$ cat config.mk
export PLATFORM = sky130hd
export DESIGN_NAME = round_sequencer
export DESIGN_NICKNAME = d
export VERILOG_FILES = /design/src/rtl/round_sequencer.sv
export SDC_FILE = /design/constraint.sdc
export NUM_CORES = 1
export LEC_CHECK = 0
export ABC_AREA = 1
export ABC_CLOCK_PERIOD_IN_PS = 4900
export CAP_MARGIN = 20
export CORE_MARGIN = 2
export CORE_UTILIZATION = 34
export CTS_CLUSTER_SIZE = 12
export DETAILED_ROUTE_END_ITERATION = 7
export SLEW_MARGIN = 20
export SYNTH_ARGS = -nofsm -noshare
export SYNTH_HDL_FRONTEND = slang
export SYNTH_SLANG_ARGS = --single-unit
$ cat constraint.sdc
create_clock -name clk -period 4.9 [get_ports clk]
set_input_delay 0.98 -clock clk [delete_from_list [all_inputs] [get_ports clk]]
set_output_delay 0.98 -clock clk [all_outputs]
set_load 0.02 [all_outputs]
$ cat src/rtl/round_sequencer.sv
// -----------------------------------------------------------------------------
// round_sequencer
//
// Purpose:
//   Issues one round index per cycle to the iterative cipher datapath and key
//   schedule, plus a single completion pulse per block.
//   - The round count and the indexing direction are latched when a block
//     starts.
//   - Ascending indexing (dir=0) is used for encrypt and descending indexing
//     (dir=1) for decrypt, so both modes share one key-schedule port.
//   - Supports stall (hold the current round) and abort (terminate the block
//     cleanly).
//   - Every output is driven straight from a flop.
//
// Parameters:
//   CNT_W      - width of round index and round-count input (2^CNT_W > MAX_ROUNDS)
//   MAX_ROUNDS - largest legal round count
//
// Ports:
//   clk       in   clock, rising edge
//   rst_n     in   synchronous active-low reset
//   start     in   block start request (sampled only when idle)
//   rounds    in   round count for the block (latched on accepted start)
//   dir       in   0 = ascending, 1 = descending (latched on accepted start)
//   stall     in   hold current round
//   abort     in   terminate running block
//   busy      out  block in progress
//   round_vld out  round_idx valid
//   round_idx out  current round index
//   first     out  current round is the first of the block
//   last      out  current round is the last of the block
//   done      out  1-cycle pulse, block completed normally
//   aborted   out  1-cycle pulse, block terminated by abort
//   cfg_err   out  1-cycle pulse, start rejected (rounds==0 or > MAX_ROUNDS)
// -----------------------------------------------------------------------------
module round_sequencer #(
  parameter int CNT_W      = 5,
  parameter int MAX_ROUNDS = 16
) (
  input  logic             clk,
  input  logic             rst_n,
  input  logic             start,
  input  logic [CNT_W-1:0] rounds,
  input  logic             dir,
  input  logic             stall,
  input  logic             abort,
  output logic             busy,
  output logic             round_vld,
  output logic [CNT_W-1:0] round_idx,
  output logic             first,
  output logic             last,
  output logic             done,
  output logic             aborted,
  output logic             cfg_err
);

  typedef enum logic {
    IDLE = 1'b0,
    RUN  = 1'b1
  } state_t;

  localparam logic [CNT_W-1:0] MAX_R = CNT_W'(MAX_ROUNDS);
  localparam logic [CNT_W-1:0] ONE   = CNT_W'(1);

  state_t           state_q, state_d;
  logic [CNT_W-1:0] rounds_q, rounds_d;
  logic             dir_q, dir_d;
  logic             busy_q, busy_d;
  logic             round_vld_q, round_vld_d;
  logic [CNT_W-1:0] round_idx_q, round_idx_d;
  logic             first_q, first_d;
  logic             last_q, last_d;
  logic             done_q, done_d;
  logic             aborted_q, aborted_d;
  logic             cfg_err_q, cfg_err_d;

  // Index of the following round; only consumed on a non-last fire, where the
  // legal-range check guarantees it cannot wrap.
  logic [CNT_W-1:0] step_idx;

  always_comb begin
    state_d     = state_q;
    rounds_d    = rounds_q;
    dir_d       = dir_q;
    busy_d      = busy_q;
    round_vld_d = round_vld_q;
    round_idx_d = round_idx_q;
    first_d     = first_q;
    last_d      = last_q;
    // Status pulses are one cycle wide unless re-asserted below.
    done_d      = 1'b0;
    aborted_d   = 1'b0;
    cfg_err_d   = 1'b0;

    step_idx    = dir_q ? (round_idx_q - ONE) : (round_idx_q + ONE);

    if (state_q == IDLE) begin
      if (start) begin
        if ((rounds == '0) || (rounds > MAX_R)) begin
          cfg_err_d = 1'b1;
        end else begin
          state_d     = RUN;
          rounds_d    = rounds;
          dir_d       = dir;
          busy_d      = 1'b1;
          round_vld_d = 1'b1;
          round_idx_d = dir ? (rounds - ONE) : '0;
          first_d     = 1'b1;
          last_d      = (rounds == ONE);
        end
      end
    end else begin
      // Abort wins over both stall and a last-round fire.
      if (abort) begin
        state_d     = IDLE;
        aborted_d   = 1'b1;
        busy_d      = 1'b0;
        round_vld_d = 1'b0;
        round_idx_d = '0;
        first_d     = 1'b0;
        last_d      = 1'b0;
      end else if (!stall) begin
        if (last_q) begin
          state_d     = IDLE;
          done_d      = 1'b1;
          busy_d      = 1'b0;
          round_vld_d = 1'b0;
          round_idx_d = '0;
          first_d     = 1'b0;
          last_d      = 1'b0;
        end else begin
          round_idx_d = step_idx;
          first_d     = 1'b0;
          last_d      = dir_q ? (step_idx == '0) : (step_idx == (rounds_q - ONE));
        end
      end
    end
  end

  always_ff @(posedge clk) begin
    if (!rst_n) begin
      state_q     <= IDLE;
      rounds_q    <= '0;
      dir_q       <= 1'b0;
      busy_q      <= 1'b0;
      round_vld_q <= 1'b0;
      round_idx_q <= '0;
      first_q     <= 1'b0;
      last_q      <= 1'b0;
      done_q      <= 1'b0;
      aborted_q   <= 1'b0;
      cfg_err_q   <= 1'b0;
    end else begin
      state_q     <= state_d;
      rounds_q    <= rounds_d;
      dir_q       <= dir_d;
      busy_q      <= busy_d;
      round_vld_q <= round_vld_d;
      round_idx_q <= round_idx_d;
      first_q     <= first_d;
      last_q      <= last_d;
      done_q      <= done_d;
      aborted_q   <= aborted_d;
      cfg_err_q   <= cfg_err_d;
    end
  end

  assign busy      = busy_q;
  assign round_vld = round_vld_q;
  assign round_idx = round_idx_q;
  assign first     = first_q;
  assign last      = last_q;
  assign done      = done_q;
  assign aborted   = aborted_q;
  assign cfg_err   = cfg_err_q;

endmodule

==> results.tsv, run 1 <==
metric	value	unit
ys cells	177	
syn_area_per_cell	6.62	µm²
PnR worst setup slack	2.23	ns
vias in the first global route	1063	
Placed Cells	240	
cycle use final	54.5	%
status	completed	
drt pass-1 iters	4	
synth-to-layout area growth	22.6	%
CP bufs+invs	3	
Max Transition Viols Final	0	
Layout Nets	218	
H-tree Lvls	1	
pin count of the biggest net entering global routing	15	
vias per inst	4.77	
global-route wire length before repair	4860	µm
DRC	0	
worst-path fanout max	11	
Hold-fix buffers, CTS	0	
Critical-path top delay cell	clkdlybuf4s50_1	
final worst path period need	2.67	ns
Area after DPL	0.00142	mm²
RSZ-0062 raised after global routing	false	
beginning of the worst hold path	first	
Max IR drop VDD	187	µV
max_cap viols	0	
reg2reg start	round_idx[0]	
crit path capture	rounds_q[2]	
WHS Endpoint	first	
yosys synthesis chip area	0.00117	mm²
Setup crit start kind	input pin	
Post-synth seq share	30.7	%
most frequent CP cell	nand2_1	
CTS resizes	0	
Setup Crit Path Kind	input pin to flop	
setup violators final	0	
slew margin rel.	72.1	%
final antenna-violating net count	0	
Port Buf Inserts	22	
I/O pin total	23	
R2R cell count	10	
layout cells sized above 1	3.55	%
post-CTS setup buffer count	0	
total CTS buffers	3	
initial antenna violation count	0	
Layout fillers	370	
worst-margin pin slew	0.416	ns
Die Wd	62.7	µm
DIE AREA	0.00393	mm²
Hold Path Stages	2	
slowest stage delay, CP	0.56	ns
WP data arrival	2.83	ns
post-synth net total	196	
final WL	2780	µm
routed via count	1158	
Setup crit start	rounds[0]	
synthesized area	0.00117	mm²
gr ovfl total	0	
DP HPWL	2240	µm
Leak	0.628	nW
fp util	35.1	%
Overall Power	0.398	mW
# rows	21	
Crit path max-delay family	buffers and inverters	
synthesized netlist cell count	177	
clock root buffer	clkbuf_4	
total clock sinks	18	
synth unique cells	24	
f_max	375	MHz
internal reg-to-reg setup slack	2.84	ns
CTS tree	yes	
RePlAce Congestion	0.748	
most frequent cells in the layout	49 x nand2_1, 23 x nand3_1, 22 x clkdlybuf4s50_1, 21 x inv_1, 18 x dfxtp_1	
worst min path class	flop to flop	
tool warnings	28	
CP Data Required Time	5.06	ns
Reg2Reg Capture Point	last	
crit end category	flop	
Worst-path clk slew	0.10	ns
CP cell instances	clkdlybuf4s50_1 > inv_1 > ha_1 > nand2_1 > xnor2_1 > nand2_1 > nand3b_2 > inv_2 > nand2_2 > nand2_1 > a21oi_1	
WP depth	11	
post-route cell area	0.00144	mm²
Final TNS setup	0	ns
Seq cells post-synth	18	
die height	62.7	µm
PD cells	277	mW/mm²
## run 1: cells by family (layout without fill, tap and decap cells)
kind of cell	count (synthesis)	in the layout	share of synthesized area, %
AND-OR/OR-AND	26	26	11.6
XOR/XNOR	6	6	4.48
adder cells (fa/ha/maj)	8	8	9.18
buffers and inverters	27	47	10.0
flip-flops	18	18	30.7
AND/OR/NAND/NOR	92	92	33.9
## run 1: per-layer routing
metal	global-route usage, %	up-vias	routed length (µm)
li1	-	613	-
met1	21.3	519	1320
met5	0	-	0
met2	24.6	24	1330
met3	1.80	2	114
met4	3.33	0	12
## run 1: flip-flops by register name (all words and copies together) (netlist names)
register   count
rounds_q       5
dir_q          1
round_idx      5
last           1
round_vld      1
cfg_err        1
state_q        1
aborted        1
done           1
first          1
## run 1: cells in the mapped netlist (all sizes together)
cell type | count | share of area, %
nand2 | 50 | 16
dfxtp | 18 | 31
a31oi | 1 | 0.53
xor2 | 1 | 0.75
nand3b | 2 | 1.6
nand3 | 23 | 9.8
a21oi | 17 | 7.3
ha | 7 | 7.5
nor3 | 3 | 1.3
o22ai | 4 | 2.1
o21ai | 4 | 1.7
nor3b | 1 | 0.64
nor2 | 12 | 3.8
buf | 4 | 2.7
fa | 1 | 1.7
clkbuf | 1 | 0.32
or2 | 1 | 0.53
xnor2 | 5 | 3.7
inv | 22 | 7.0
## run 1: final cells by class
cell class              instances  area (µm²)  share of cell area [%]
clock buffers                   3        22.5                    1.57
inverters                      22        82.6                    5.74
multi-input cells             132         694                    48.3
flip-flops and latches         18         360                    25.1
well taps                      46        57.6                    4.00
repair buffers                 22         220                    15.3
## run 1: report_power, final
| group | internal (mW) | switching (mW) |
|---|---|---|
| sequential | 0.160 | 0.0153 |
| clock | 0.0285 | 0.0397 |
| combinational | 0.0643 | 0.0910 |
| total | 0.252 | 0.146 |
Fig. 1: run 1, placed cells, one color a class
Fill, decap, tap and diode cells in gray.
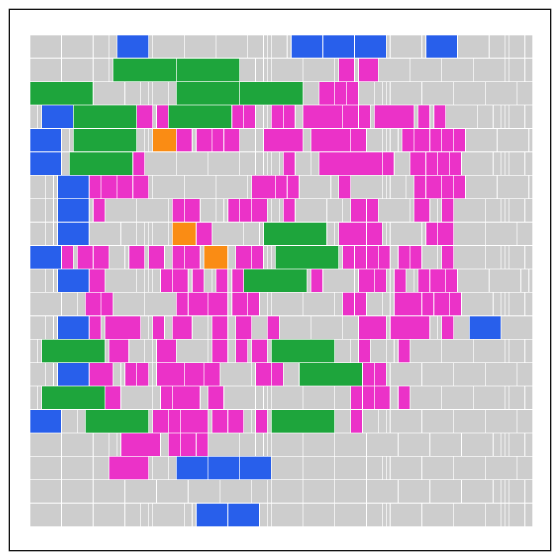
clock-net drivers -> orange  # cells 3
remaining logic cells -> magenta  # cells 154
registers -> green  # cells 18
remaining buffers and delay cells -> blue  # cells 22
Seq/total area: 25.1%
final core area utilization: 43.1%
total core area: 0.00334 mm²

Fig. 2: run 1, gate-type map
Scale bar: 20 µm.
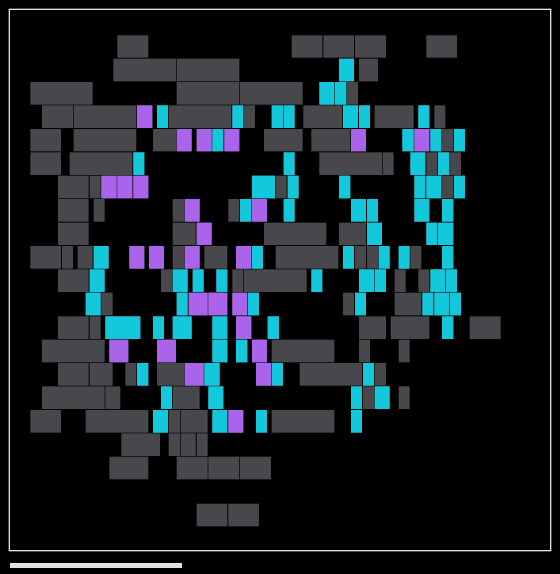
nand cells -> cyan  # cells 75, most used nand2_1
aoi and oai cells -> purple  # cells 26, most used a21oi_1
Final Non-Filler Cells: 243
Top cell excl fill/tap: nand2_1

Fig. 3: run 1, clock routing
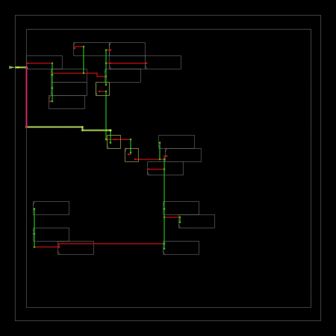
clock skew: 0.0101 ns
CLK BUF: 3

==> run 2: changes to the inputs <==
--- a/config.mk
+++ b/config.mk
@@ -6,7 +6,7 @@
 export NUM_CORES = 1
 export LEC_CHECK = 0
 export ABC_AREA = 1
-export ABC_CLOCK_PERIOD_IN_PS = 4900
+export ABC_CLOCK_PERIOD_IN_PS = 2600
 export CAP_MARGIN = 20
 export CORE_MARGIN = 2
 export CORE_UTILIZATION = 34
==> constraint.sdc (replaced) <==
create_clock -name clk -period 2.6 [get_ports clk]
set_input_delay 0.52 -clock clk [delete_from_list [all_inputs] [get_ports clk]]
set_output_delay 0.52 -clock clk [all_outputs]
set_load 0.02 [all_outputs]
Fig. 4: run 2, clock routing
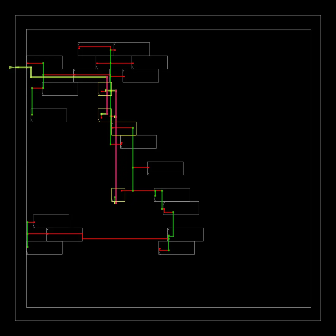
CLK BUF: 4
total clock sinks: 18

==> run 2 against run 1 <==
Final area rose by 1.5%. Clock skew rose by 0.0013 ns. Sequential power rose by 88%. Clock power rose to 2.6 times the previous value. Synthesized cell count did not move. Worst hold slack got worse by 0.0054 ns. Critical endpoint is now rounds_q[1]. Largest power group unchanged.
==> results.tsv, run 2 <==
metric	value	unit
drt pass-1 iters	4	
final worst path period need	2.03	ns
Worst-path clk slew	0.11	ns
Layout Nets	219	
Die Wd	62.7	µm
vias in the first global route	1071	
Final TNS setup	0	ns
clock root buffer	clkbuf_4	
Setup crit start kind	input pin	
Seq pwr share	41.1	%
net switching power	0.291	mW
Reg2Reg Capture Point	last	
worst-path fanout max	11	
setup violators final	0	
Main synth FF type	dfxtp_1	
Largest cells by area	dfxtp_1 31%, nand2_1 16%, nand3_1 9.8%, ha_1 7.5%, a21oi_1 7.3%	
vias per inst	4.84	
total core area	0.00334	mm²
Leak	0.640	nW
Hold Path Stages	2	
Setup crit start	rounds[0]	
total CTS buffers	3	
internal reg-to-reg setup slack	0.57	ns
crit path capture	rounds_q[1]	
Post-synth seq share	30.7	%
f_max	493	MHz
RePlAce Congestion	0.770	
yosys synthesis chip area	0.00117	mm²
R2R cell count	10	
Crit path max-delay family	buffers and inverters	
layout cells sized above 1	4.52	%
Port Buf Inserts	22	
most frequent cells in the layout	49 x nand2_1, 23 x nand3_1, 22 x clkdlybuf4s50_1, 21 x inv_1, 18 x dfxtp_1	
CTS resizes	0	
slowest stage delay, CP	0.57	ns
Internal	0.511	mW
fp util	35.1	%
DIE AREA	0.00393	mm²
status	completed	
synth-to-layout area growth	24.4	%
synthesized netlist cell count	177	
Yosys top cell area share	30.7	%
slew margin rel.	70.5	%
synth unique cells	24	
WP depth	11	
# rows	21	
CP Data Required Time	2.78	ns
post-synth net total	196	
Top cell excl fill/tap	nand2_1	
worst-margin pin slew	0.439	ns
most frequent CP cell	nand2_1	
PD cells	550	mW/mm²
Max Transition Viols Final	0	
PnR worst setup slack	0.571	ns
cycle use final	78.0	%
ys cells	177	
DP HPWL	2220	µm
Overall Power	0.802	mW
worst min path class	flop to flop	
Seq cells post-synth	18	
CP bufs+invs	3	
beginning of the worst hold path	first	
Max IR drop VDD	321	µV
gr ovfl total	0	
Yosys top cell by instances	nand2_1	
crit end category	flop	
Logic pwr share	37.1	%
flip-flops with a built-in enable	0	
tool warnings	28	
synthesized area	0.00117	mm²
CTS tree	yes	
clock skew	0.0114	ns
cell type with the largest total area	dfxtp_1	
reg2reg start	round_idx[0]	
final WL	2840	µm
Hold-fix buffers, CTS	0	
DRC	0	
H-tree Lvls	1	
[run 2: cell type report]
cell class	count	area (µm²)
Fill cell	367	1880
Multi-Input combinational cell	132	694
Clock buffer	4	36.3
Timing Repair Buffer	23	228
Sequential cell	18	360
Inverter	22	82.6
Tap cell	46	57.6
[run 2: power by group through the flow]
| stage | registers (mW) | logic, mW | clock network (mW) |
|---|---|---|---|
| finish | 0.329 | 0.297 | 0.175 |
| CTS | 0.330 | 0.296 | 0.175 |
| global placement | 0.335 | 0.290 | 0 |
| global route | 0.333 | 0.331 | 0.184 |
| floorplan | 0.346 | 0.194 | 0 |
| detailed placement | 0.336 | 0.295 | 0 |
[run 2: layer usage]
metal  share of wire (%)  vias to the layer above  wire (µm)  GRT usage [%]
li1                    -                      616          -              -
met1                  47                      531       1350           19.0
met2                  47                       33       1340           24.6
met3                 4.4                        5        125           1.62
met4                 1.1                        0         30           3.33
met5                   0                        -          0              0
[run 2: cell families (layout without fill, tap and decap cells)]
kind of cell | after synthesis | in the layout | share of synthesized area, %
compound gates | 26 | 26 | 11.6
fa+ha+maj | 8 | 8 | 9.18
xor+xnor | 6 | 6 | 4.48
simple gates | 92 | 92 | 33.9
flops | 18 | 18 | 30.7
buf+inv | 27 | 49 | 10.0
[run 2: stage by stage]
stage / util, % / cells / cell area, µm²
global route: 43.7 / 245 / 1460
floorplan: - / 177 / 1170
global placement: 42.6 / 241 / 1420
finish: 43.7 / 245 / 1460
CTS: 43.7 / 245 / 1460
detailed placement: 42.6 / 241 / 1420
[run 2: worst reg2reg max path, stage by stage (launching register included)]
cell     delay, ns
dfxtp_1       0.42
fa_1          0.51
xnor2_1       0.42
inv_1         0.09
nand2_1       0.07
nand2_1       0.04
nor2_1        0.08
nand3_1       0.09
nand2_1       0.06
nand2_1       0.05
a21oi_1       0.13
Power and IR drop assume default switching activity.
